--- src/rtl/l4_layer_writer_if.sv ---
// Host stream, memory write port and display handshake for l4_layer_writer.
interface l4_layer_writer_if #(
    parameter int DW = 32,
    parameter int AW = 14
);
    logic          in_valid;
    logic          in_ready;
    logic [DW-1:0] in_data;
    logic          in_sof;
    logic          wr_en;
    logic [AW-1:0] wr_addr;
    logic [DW-1:0] wr_data;
    logic          disp_frame_end;
    logic          disp_bank;
    logic          swap;
    logic          sof_err;

    // Host / display side
    modport master (
        output in_valid, in_data, in_sof, disp_frame_end,
        input  in_ready, wr_en, wr_addr, wr_data, disp_bank, swap, sof_err
    );

    // Writer side
    modport slave (
        input  in_valid, in_data, in_sof, disp_frame_end,
        output in_ready, wr_en, wr_addr, wr_data, disp_bank, swap, sof_err
    );
endinterface

--- src/rtl/l4_layer_writer.sv ---
// Write-side sequencer for the double-buffered layered display buffer.
// Fills the bank the display is not reading, then swaps on display frame end.
module l4_layer_writer #(
    parameter int NLBITS  = 3,
    parameter int NLAYERS = 8,
    parameter int NRBITS  = 5,
    parameter int NROWS   = 32,
    parameter int NCBITS  = 5,
    parameter int NCOLS   = 32,
    parameter int DW      = 32
) (
    input logic              clk,
    input logic              resetn,
    l4_layer_writer_if.slave bus
);
    localparam int AW = 1 + NLBITS + NRBITS + NCBITS;
    localparam logic [NLBITS-1:0] LAYER_MAX = NLBITS'(NLAYERS - 1);
    localparam logic [NRBITS-1:0] ROW_MAX   = NRBITS'(NROWS - 1);
    localparam logic [NCBITS-1:0] COL_MAX   = NCBITS'(NCOLS - 1);

    typedef enum logic [1:0] {IDLE, WRITE, PENDING} state_t;

    state_t            state_q, state_d;
    logic [NLBITS-1:0] layer_q, layer_d;
    logic [NRBITS-1:0] row_q, row_d;
    logic [NCBITS-1:0] col_q, col_d;
    logic              bank_q, bank_d;
    logic              wr_en_q, wr_en_d;
    logic [AW-1:0]     wr_addr_q, wr_addr_d;
    logic [DW-1:0]     wr_data_q, wr_data_d;
    logic              swap_q, swap_d;
    logic              sof_err_q, sof_err_d;

    logic              ready;
    logic              accept;
    logic [NLBITS-1:0] base_layer;
    logic [NRBITS-1:0] base_row;
    logic [NCBITS-1:0] base_col;
    logic              frame_last;

    assign ready  = (state_q != PENDING);
    assign accept = bus.in_valid && ready;

    // A start-of-frame word always restarts addressing at (0,0,0).
    assign base_layer = bus.in_sof ? '0 : layer_q;
    assign base_row   = bus.in_sof ? '0 : row_q;
    assign base_col   = bus.in_sof ? '0 : col_q;
    assign frame_last = (base_layer == LAYER_MAX) && (base_row == ROW_MAX) &&
                        (base_col == COL_MAX);

    // Next-state, address counters and registered write/pulse outputs
    always_comb begin
        state_d   = state_q;
        layer_d   = layer_q;
        row_d     = row_q;
        col_d     = col_q;
        bank_d    = bank_q;
        wr_en_d   = 1'b0;
        wr_addr_d = wr_addr_q;
        wr_data_d = wr_data_q;
        swap_d    = 1'b0;
        sof_err_d = 1'b0;
        case (state_q)
            IDLE, WRITE: begin
                if (accept && (state_q == WRITE || bus.in_sof)) begin
                    wr_en_d   = 1'b1;
                    wr_addr_d = {~bank_q, base_layer, base_row, base_col};
                    wr_data_d = bus.in_data;
                    sof_err_d = (state_q == WRITE) && bus.in_sof;
                    if (frame_last) begin
                        layer_d = '0;
                        row_d   = '0;
                        col_d   = '0;
                        state_d = PENDING;
                    end else begin
                        state_d = WRITE;
                        if (base_col == COL_MAX) begin
                            col_d = '0;
                            if (base_row == ROW_MAX) begin
                                row_d   = '0;
                                layer_d = base_layer + NLBITS'(1);
                            end else begin
                                row_d   = base_row + NRBITS'(1);
                                layer_d = base_layer;
                            end
                        end else begin
                            col_d   = base_col + NCBITS'(1);
                            row_d   = base_row;
                            layer_d = base_layer;
                        end
                    end
                end
            end
            PENDING: begin
                if (bus.disp_frame_end) begin
                    bank_d  = ~bank_q;
                    swap_d  = 1'b1;
                    state_d = IDLE;
                end
            end
            default: state_d = IDLE;
        endcase
    end

    // State and output registers with asynchronous active-low reset
    always_ff @(posedge clk or negedge resetn) begin
        if (!resetn) begin
            state_q   <= IDLE;
            layer_q   <= '0;
            row_q     <= '0;
            col_q     <= '0;
            bank_q    <= 1'b0;
            wr_en_q   <= 1'b0;
            wr_addr_q <= '0;
            wr_data_q <= '0;
            swap_q    <= 1'b0;
            sof_err_q <= 1'b0;
        end else begin
            state_q   <= state_d;
            layer_q   <= layer_d;
            row_q     <= row_d;
            col_q     <= col_d;
            bank_q    <= bank_d;
            wr_en_q   <= wr_en_d;
            wr_addr_q <= wr_addr_d;
            wr_data_q <= wr_data_d;
            swap_q    <= swap_d;
            sof_err_q <= sof_err_d;
        end
    end

    assign bus.in_ready  = ready;
    assign bus.wr_en     = wr_en_q;
    assign bus.wr_addr   = wr_addr_q;
    assign bus.wr_data   = wr_data_q;
    assign bus.disp_bank = bank_q;
    assign bus.swap      = swap_q;
    assign bus.sof_err   = sof_err_q;
endmodule

--- src/flat_wrapper.sv ---
// flat-port wrapper written by rule: the top's interface ports become plain ports
module l4_layer_writer_flat 
#(
    parameter int NLBITS  = 3,
    parameter int NLAYERS = 8,
    parameter int NRBITS  = 5,
    parameter int NROWS   = 32,
    parameter int NCBITS  = 5,
    parameter int NCOLS   = 32,
    parameter int DW      = 32
)
  (clk, resetn, bus_in_valid, bus_in_data, bus_in_sof, bus_disp_frame_end, bus_in_ready, bus_wr_en, bus_wr_addr, bus_wr_data, bus_disp_bank, bus_swap, bus_sof_err);
  l4_layer_writer_if #(.DW(DW), .AW(5)) bus_i ();
  input logic clk;
  input logic resetn;
  input wire logic [$bits(bus_i.in_valid)-1:0] bus_in_valid;
  input wire logic [$bits(bus_i.in_data)-1:0] bus_in_data;
  input wire logic [$bits(bus_i.in_sof)-1:0] bus_in_sof;
  input wire logic [$bits(bus_i.disp_frame_end)-1:0] bus_disp_frame_end;
  output wire logic [$bits(bus_i.in_ready)-1:0] bus_in_ready;
  output wire logic [$bits(bus_i.wr_en)-1:0] bus_wr_en;
  output wire logic [$bits(bus_i.wr_addr)-1:0] bus_wr_addr;
  output wire logic [$bits(bus_i.wr_data)-1:0] bus_wr_data;
  output wire logic [$bits(bus_i.disp_bank)-1:0] bus_disp_bank;
  output wire logic [$bits(bus_i.swap)-1:0] bus_swap;
  output wire logic [$bits(bus_i.sof_err)-1:0] bus_sof_err;
  assign bus_i.in_valid = bus_in_valid;
  assign bus_i.in_data = bus_in_data;
  assign bus_i.in_sof = bus_in_sof;
  assign bus_i.disp_frame_end = bus_disp_frame_end;
  assign bus_in_ready = bus_i.in_ready;
  assign bus_wr_en = bus_i.wr_en;
  assign bus_wr_addr = bus_i.wr_addr;
  assign bus_wr_data = bus_i.wr_data;
  assign bus_disp_bank = bus_i.disp_bank;
  assign bus_swap = bus_i.swap;
  assign bus_sof_err = bus_i.sof_err;
  l4_layer_writer #(.NLBITS(NLBITS), .NLAYERS(NLAYERS), .NRBITS(NRBITS), .NROWS(NROWS), .NCBITS(NCBITS), .NCOLS(NCOLS), .DW(DW)) u_core (.clk(clk), .resetn(resetn), .bus(bus_i));
endmodule
--- config.mk ---
export PLATFORM = sky130hd
export DESIGN_NAME = l4_layer_writer_flat
export DESIGN_NICKNAME = d
export VERILOG_FILES = /design/src/rtl/l4_layer_writer_if.sv /design/src/rtl/l4_layer_writer.sv /design/src/flat_wrapper.sv
export SDC_FILE = /design/constraint.sdc
export NUM_CORES = 1
export LEC_CHECK = 0
export CAP_MARGIN = 20
export CORE_MARGIN = 2
export CORE_UTILIZATION = 49
export DETAILED_ROUTE_END_ITERATION = 8
export GPL_ROUTABILITY_DRIVEN = 1
export HOLD_SLACK_MARGIN = 0.15
export PLACE_DENSITY = 0.84
export SYNTH_ARGS = -nofsm -noshare
export SYNTH_HDL_FRONTEND = slang
export SYNTH_SLANG_ARGS = --single-unit
--- constraint.sdc ---
create_clock -name clk -period 5.85 [get_ports clk]
set_input_delay 1.755 -clock clk [delete_from_list [all_inputs] [get_ports clk]]
set_output_delay 1.755 -clock clk [all_outputs]
set_load 0.005 [all_outputs]
### Clock wires, drivers and flops

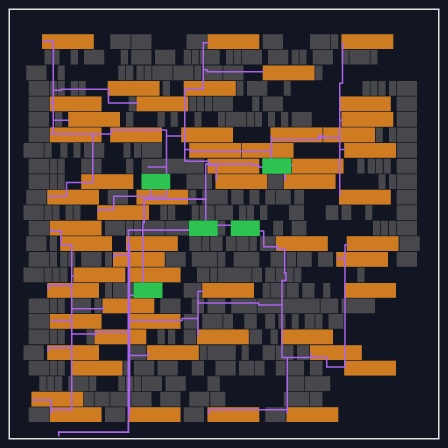
[orange] flip-flops | count: 56
[green] clock drivers | count: 5
[purple] clock wires | length: 587 um
flops lie	all over the die
routed clock nets	6

### Cell classes on the final placement

Scale bar: 20 um.
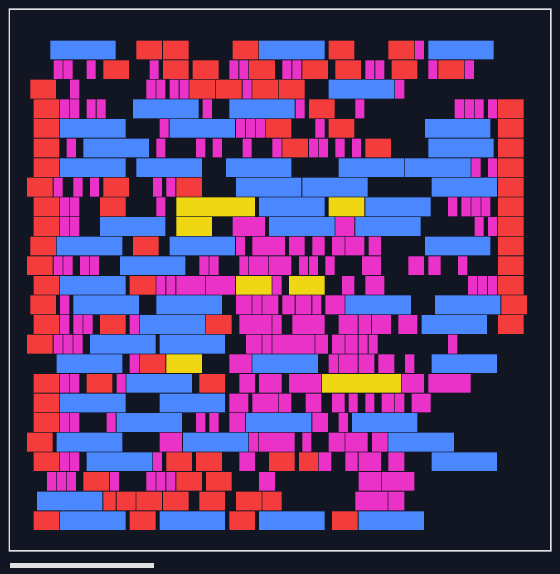
colour	class	cells
red	remaining buffers and delay cells	81
magenta	combinational and other logic	190
blue	sequential cells	56
yellow	clock drivers and dummy loads	7
core area: 4786 sq um
Finished Core Util: 70.88%

### Signal wires by layer

Scale bar: 20 um. Only two layers are drawn.
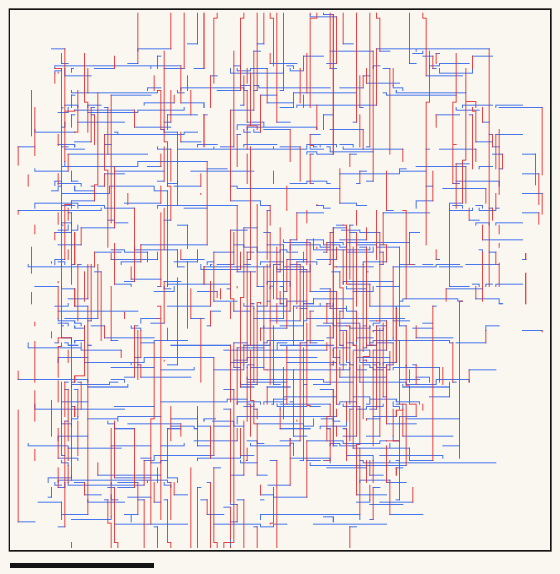
colour	layer	wire length
blue	metal 1	2200 um
red	metal 2	2630 um

==> summary.txt <==
Results of the full flow below.

Setup path:
- STA classifies the critical path endpoint as a flop.
- The run gives the path depth of the worst reg2reg path as 8.
- The run gives the peak per-stage delay on the critical path as ~0.46 ns.
- The report lists the cells along the critical path as clkdlybuf4s50_1 > buf_4 > nor2b_1 > ha_1 > nand2_1 > nor3_1 > ha_1 > and3_1 > nor2_1 > a32o_1.
- The run gives the worst reg2reg path endpoint as u_core.row_q[4].
- The run gives the total stage count of the critical path as 10.
- In this run the worst setup path terminates at u_core.row_q[4].
- The cell family contributing the most delay on the critical path is simple AND/OR/NAND/NOR gates.
- Among all stages on the critical path, the largest delay is contributed by ha_1.
- The run puts the arrival time at the worst endpoint at 4.50 ns.

Final layout:
- The run gives the number of non-clock buffers as 81.
- The run puts the number of nets in the layout at ~380.
- The run gives the register area as 1401 sq um.
- Per the layout area report, the combinational fraction of cell area is between 20% and 30%.
- 0 antenna diodes ended up in the layout.
- The run gives the number of sequential cells in the layout as about 56.
- The biggest slice of the area belongs to flip-flops and latches.
- The run gives the number of inverters outside the clock class in the layout as 3.
- The run gives the clock distribution area overhead in the final layout as ~3.8%.

Synthesis:
- The run gives the post-synthesis instance area as between 2000 and 2500 sq um.
- After synthesis, the chip area reported by Yosys is between 2000 and 2500 sq um.
- The run puts the share of Yosys cell area claimed by the top area cell type at a little under three fifths.
- Yosys instantiated no cell more often than nand2_1.
- Yosys mapped a number of flops with a built-in enable equal to 0.
- The run gives the xor-xnor portion of the synthesized cell area as ~1.1%.
- The cell-mix breakdown from Yosys lists the adder-cell area share as 3.555%.
- The run gives the async set-or-reset flop fraction in the synthesized netlist as 100.0%.
- The run gives the flip-flop and latch count after synthesis as between 50 and 60.
- The synthesized instance count is ~260.
- The run puts the post-synthesis cell count from yosys at 260.
- The run gives the post-synthesis compound-gate area fraction as between 8 and 9%.

Drt:
- The run gives the wire length on met2 as about 2.6 mm.
- TritonRoute reported its final design rule violation total as 0.
- In this run, the number of DRC markers left after iteration 0 of detailed routing was roughly 160.
- The run gives the via total after detailed routing as around 2000.
- The run gives the iteration tally of the first detailed-router pass as 4.
- Per the post-route antenna check, the number of violating nets is 0.
- The run gives the mean routed wirelength per cell as between 10 and 15 um.
- The run puts the via count normalized by instance count at roughly 5.
- The run puts the detailed-routing wirelength on met1 at between 2 and 2.5 mm.

Final timing:
- Summed over all failing endpoints, the final setup total negative slack is 0 ns.
- The final report lists the setup-violating endpoint count as 0.
- The run puts the final tally of hold violations at 0.
- The run puts the relative slew slack at 53.85%.
- The run gives the highest achievable clock rate as around 0.23 GHz.
- The run gives the slew of the pin with the lowest slew margin as 0.6923 ns.

Run:
- OpenROAD emitted warnings numbering 28.

Placement:
- The run puts the number of I/O port buffers at a little under 80.
- The run gives the global placement routability congestion as 0.7704.

Hold path:
- The run gives the kind of path behind the tightest hold check as flop to flop.

Pwr:
- The run puts the net switching power at around 0.00022 W.
- The run puts the clock-net power at between 0.0002 and 0.0003 W.
- The run gives the design internal power as 0.0007116 W.
- The run gives the power in sequential cells as roughly 0.00046 W.
- The run puts the clock share of power at between 30% and 40%.
- In the power breakdown, the biggest contributor is registers.

Clock tree:
- The run puts the clock slew at the register clock pins of the worst setup and hold paths at ~0.1 ns.
- The run gives the post-cts repair resize count as 0.
- The run gives the clock tree from TritonCTS as built.
- Per the CTS log, the maximum H-tree level is 2.

Status:
- The flow ran to the end, and the final reports show no timing, DRC or antenna violations.

Floorplan:
- The run puts the number of I/O pins at 79.
### PDN straps and rails

Scale bar: 20 um. Pins as bars on the die edge. Tap cells in grey.
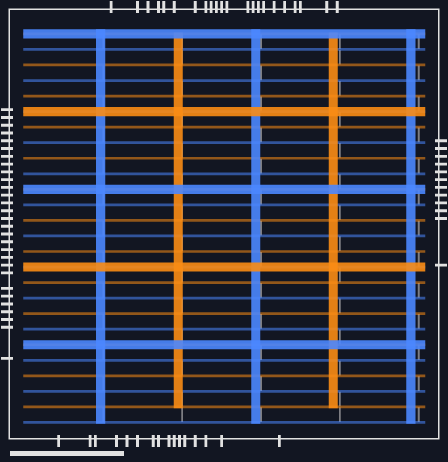
colour	net
blue	VSS
orange	VDD
tap cells	67
met5 straps	5
met4 straps	5
Die H: 74.91 um
worst supply voltage drop on vdd: 0.0001645 V

### Cell outlines without signal wires

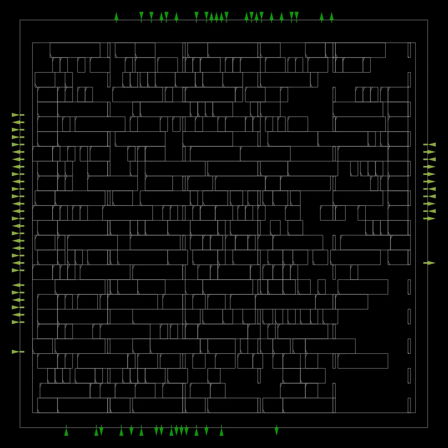
Filler Cell Count: 359
tally of non-filler cells in the final layout: 401

Power and IR drop assume default switching activity.
